[config.mk]
export PLATFORM = sky130hd
export DESIGN_NAME = die_button_conditioner
export DESIGN_NICKNAME = d
export VERILOG_FILES = /design/src/rtl/die_button_conditioner.sv
export SDC_FILE = /design/constraint.sdc
export NUM_CORES = 1
export LEC_CHECK = 0
export CORE_MARGIN = 1.5
export CORE_UTILIZATION = 37
export CTS_BUF_LIST = sky130_fd_sc_hd__clkbuf_4 sky130_fd_sc_hd__clkbuf_8 sky130_fd_sc_hd__clkbuf_16
export CTS_CLUSTER_DIAMETER = 50
export DETAILED_ROUTE_END_ITERATION = 6
export GPL_TIMING_DRIVEN = 0
export PLACE_DENSITY = 0.62
export SYNTH_ARGS = -nofsm -noshare
export SYNTH_HDL_FRONTEND = slang
export SYNTH_SLANG_ARGS = --single-unit
[constraint.sdc]
create_clock -name clk -period 13.3 [get_ports clk]
set_clock_uncertainty 0.1 [all_clocks]
set_input_delay 1.33 -clock clk [delete_from_list [all_inputs] [get_ports clk]]
set_output_delay 1.33 -clock clk [all_outputs]
set_load 0.03 [all_outputs]
[src/rtl/die_button_conditioner.sv]
// Synchronises, debounces and edge-detects N_BTN die buttons plus a test switch,
// then encodes presses into a latched die-select code. Optional auto-repeat: DIE_BTN_REPEAT_EN.
module die_button_conditioner #(
  parameter int N_BTN         = 6,
  parameter int DB_CYCLES     = 50000,
  parameter int CNT_W         = 16,
  parameter int SEL_W         = 3,
  parameter int REPEAT_CYCLES = 1000000
) (
  input  logic             clk,
  input  logic             reset,
  input  logic [N_BTN-1:0] btn_raw,
  input  logic             test_sw_raw,
  output logic [N_BTN-1:0] btn_level,
  output logic [N_BTN-1:0] btn_press,
  output logic [SEL_W-1:0] die_select,
  output logic             sel_strobe,
  output logic             test_mode
);

  localparam int NCH = N_BTN + 1;
  localparam logic [CNT_W-1:0] CNT_LAST = CNT_W'(DB_CYCLES - 1);

  if (DB_CYCLES < 1) begin : g_bad_db
    $error("DB_CYCLES must be at least 1");
  end
  if ((64'd1 << CNT_W) <= 64'(DB_CYCLES)) begin : g_bad_cnt_w
    $error("CNT_W too narrow for DB_CYCLES");
  end
  if ((64'd1 << SEL_W) <= 64'(N_BTN)) begin : g_bad_sel_w
    $error("SEL_W too narrow for N_BTN");
  end
  if (REPEAT_CYCLES < 1) begin : g_bad_repeat
    $error("REPEAT_CYCLES must be at least 1");
  end

  logic [NCH-1:0]   raw_all;
  logic [NCH-1:0]   sync_a;
  logic [NCH-1:0]   sync_b;
  logic [NCH-1:0]   level_all;
  logic [N_BTN-1:0] rise;

  // The test switch rides along as the top channel so it gets identical treatment.
  assign raw_all = {test_sw_raw, btn_raw};

  always_ff @(posedge clk or posedge reset) begin
    if (reset) begin
      sync_a <= '0;
      sync_b <= '0;
    end else begin
      sync_a <= raw_all;
      sync_b <= sync_a;
    end
  end

  for (genvar c = 0; c < NCH; c++) begin : g_ch
    logic [CNT_W-1:0] cnt;
    logic             lvl;

    // The counter only survives while the synchronised input disagrees with the level.
    always_ff @(posedge clk or posedge reset) begin
      if (reset) begin
        cnt <= '0;
        lvl <= 1'b0;
      end else if (sync_b[c] != lvl) begin
        if (cnt == CNT_LAST) begin
          lvl <= sync_b[c];
          cnt <= '0;
        end else begin
          cnt <= cnt + CNT_W'(1);
        end
      end else begin
        cnt <= '0;
      end
    end

    assign level_all[c] = lvl;

    if (c < N_BTN) begin : g_rise
      assign rise[c] = sync_b[c] && !lvl && (cnt == CNT_LAST);
    end
  end

  assign btn_level = level_all[N_BTN-1:0];
  assign test_mode = level_all[N_BTN];

  // Registered alongside the level flop so the pulse coincides with the new high level.
  always_ff @(posedge clk or posedge reset) begin
    if (reset) begin
      btn_press <= '0;
    end else begin
      btn_press <= rise;
    end
  end

  logic [SEL_W-1:0] first_code;
  logic             accept;
  logic             repeat_fire;

  always_comb begin
    first_code = '0;
    for (int i = N_BTN - 1; i >= 0; i--) begin
      if (btn_press[i]) begin
        first_code = SEL_W'(i + 1);
      end
    end
  end

  assign accept = (|btn_press) && !test_mode;

`ifdef DIE_BTN_REPEAT_EN
  localparam int RPT_W = $clog2(REPEAT_CYCLES + 1);
  localparam logic [RPT_W-1:0] RPT_LAST = RPT_W'(REPEAT_CYCLES - 1);

  logic [RPT_W-1:0] rpt_cnt;
  logic             held;
  logic             rpt_clear;

  always_comb begin
    held = 1'b0;
    for (int i = 0; i < N_BTN; i++) begin
      if (die_select == SEL_W'(i + 1)) begin
        held = btn_level[i];
      end
    end
  end

  // Any press (accepted or not), release or test mode restarts the repeat period.
  assign rpt_clear   = (|btn_press) || !held || test_mode;
  assign repeat_fire = !rpt_clear && (rpt_cnt == RPT_LAST);

  always_ff @(posedge clk or posedge reset) begin
    if (reset) begin
      rpt_cnt <= '0;
    end else if (rpt_clear || repeat_fire) begin
      rpt_cnt <= '0;
    end else begin
      rpt_cnt <= rpt_cnt + RPT_W'(1);
    end
  end
`else
  assign repeat_fire = 1'b0;
`endif

  always_ff @(posedge clk or posedge reset) begin
    if (reset) begin
      die_select <= '0;
      sel_strobe <= 1'b0;
    end else begin
      sel_strobe <= accept || repeat_fire;
      if (accept) begin
        die_select <= first_code;
      end
    end
  end

endmodule
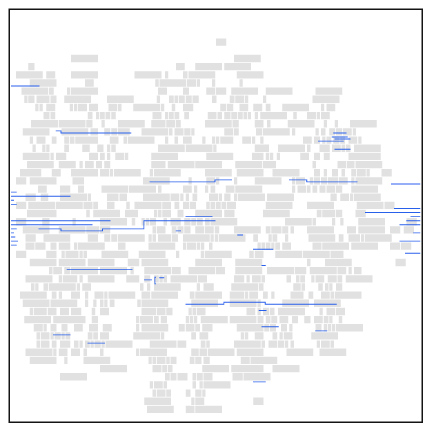
**Above:** metal 3.
Drawn at 3 px/um. Cells faint in the background.
longest straight run: 32.9 um
wire length on this layer: 455 um

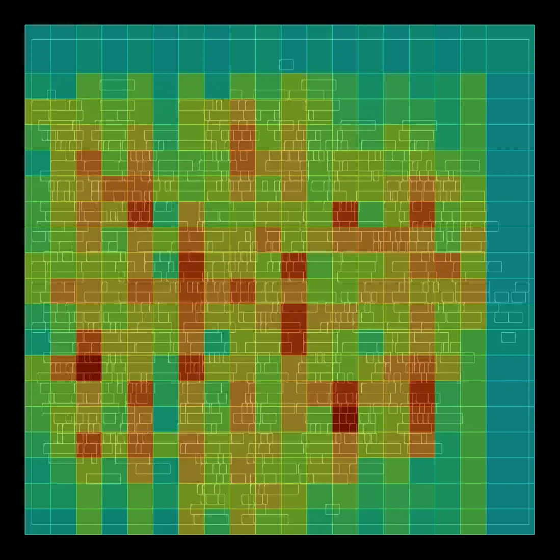
**Above:** routing congestion map.
met1 Resource Use GR: 19.7%
average wire length per cell after detail routing: 13.4 um
aggregate global-route resource usage: 14.8%
final core occ: 45.0%
GR peak layer: met2

[state kept, by name, summed over array words and instances (netlist names)]
| name | count |
|---|---|
| sync_b | 7 |
| g_ch.lvl | 6 |
| btn_press | 6 |
| sync_a | 7 |
| g_ch.cnt | 112 |
| sel_strobe | 1 |
| die_select | 3 |
| test_mode | 1 |
[metal layers]
layer  GRT usage (%)  wire, um  vias up
met5               0         0        -
met4            5.50       108        0
met3            4.08       455        6
met2            23.0      5830       70
met1            19.7      6140     2310
li1                -         -     2306
[power by group]
group          leakage [uW]  internal (uW)  switching (uW)  total (uW)
Sequential          0.00195            443            6.58         449
Combinational      0.000891           10.6            19.7        30.3
Clock              0.000319            325             177         502
Total               0.00316            778             203         981
[worst register-to-register path, delay by kind of cell, from the launching register on]
kind | cells | cell delay [ns]
and+or+nand+nor | 4 | 0.93
buffers and inverters | 1 | 0.39
adders and majority gates | 1 | 0.20
DFF | 1 | 0.39
[cell families after synthesis]
group / Yosys count
XOR/XNOR: 96
AND-OR/OR-AND: 13
multiplexers: 7
adder cells (fa/ha/maj): 13
buffers and inverters: 56
AND/OR/NAND/NOR: 327
flip-flops: 143
[final cells by class]
| type | instances | area, um^2 |
|---|---|---|
| flip-flops and latches | 143 | 3580 |
| repair buffers | 26 | 278 |
| well taps | 225 | 282 |
| clock inverters | 9 | 128 |
| multi-input cells | 456 | 2830 |
| clock buffers | 23 | 508 |
| inverters | 40 | 155 |
| fillers | 1590 | 9610 |
| plain buffers | 16 | 109 |
==> summary.txt <==
Summary of implementation figures.

Synth
The most area-hungry cell type in the Yosys netlist is sky130_fd_sc_hd__dfrtp_1. The number of enable-type register cells in the synthesized netlist is 0. The summed standard-cell area reported by yosys is 6660 um^2. Sorting the synthesized cells by area gives the leading types as sky130_fd_sc_hd__dfrtp_1, sky130_fd_sc_hd__xnor2_1, sky130_fd_sc_hd__nor2_1, sky130_fd_sc_hd__nand3_1, sky130_fd_sc_hd__nand4_1.

The synthesized netlist was found by Yosys to have 655 cells. The post-synthesis cell type with the largest instance count is sky130_fd_sc_hd__dfrtp_1.

Final timing
The upper clock frequency limit is 0.334 GHz. The minimum clock period is 3.00 ns. The share of the cycle needed by the critical path after routing is 22.5%. The setup slack of the critical path after layout is 10.30 ns. The final layout reports a setup TNS of 0 ns. The total count of max-transition violations in the final report is 0. Counting endpoints that fail hold in the final report gives 0.

Worst setup path
The critical path's top delay family is buffers and inverters. The number of cells on the worst reg-to-reg path is 6. The endpoint of the worst setup timing path is btn_level[1].

Cells and area
The final antenna diode tally reported by the flow is 0. The number of nets in the layout is 722.

Status
The run finished with clean final reports.

Global route
The via count of the first global-routing pass is 4699. The largest net degree at the start of global routing is 85.

Worst hold path
The startpoint identified for the worst hold timing path is sync_a[3].

Route
The post-detailed-route DRC marker count is 0.

Die
The initialized floorplan defines ~48 standard-cell rows. In the floorplan report the effective utilization is 38.1%.

CTS
The number of gates resized after cts is 0. The count of buffers added by post-CTS timing repair for setup is 0. The clock tree synthesis step divided the H-tree into 4 levels. The CTS clock-pin slew for the worst setup and hold paths is 0.06 ns. The clock insertion delay at the later pin of the skew report is about 0.42 ns. The TritonCTS buffer count is 17.

Power and ir drop
The leakage power in the latest report is 0.00316 uW.

Placed design
The total instance count after detailed placement is 906.
No activity file was given, so power comes from the tool's default toggle rates.
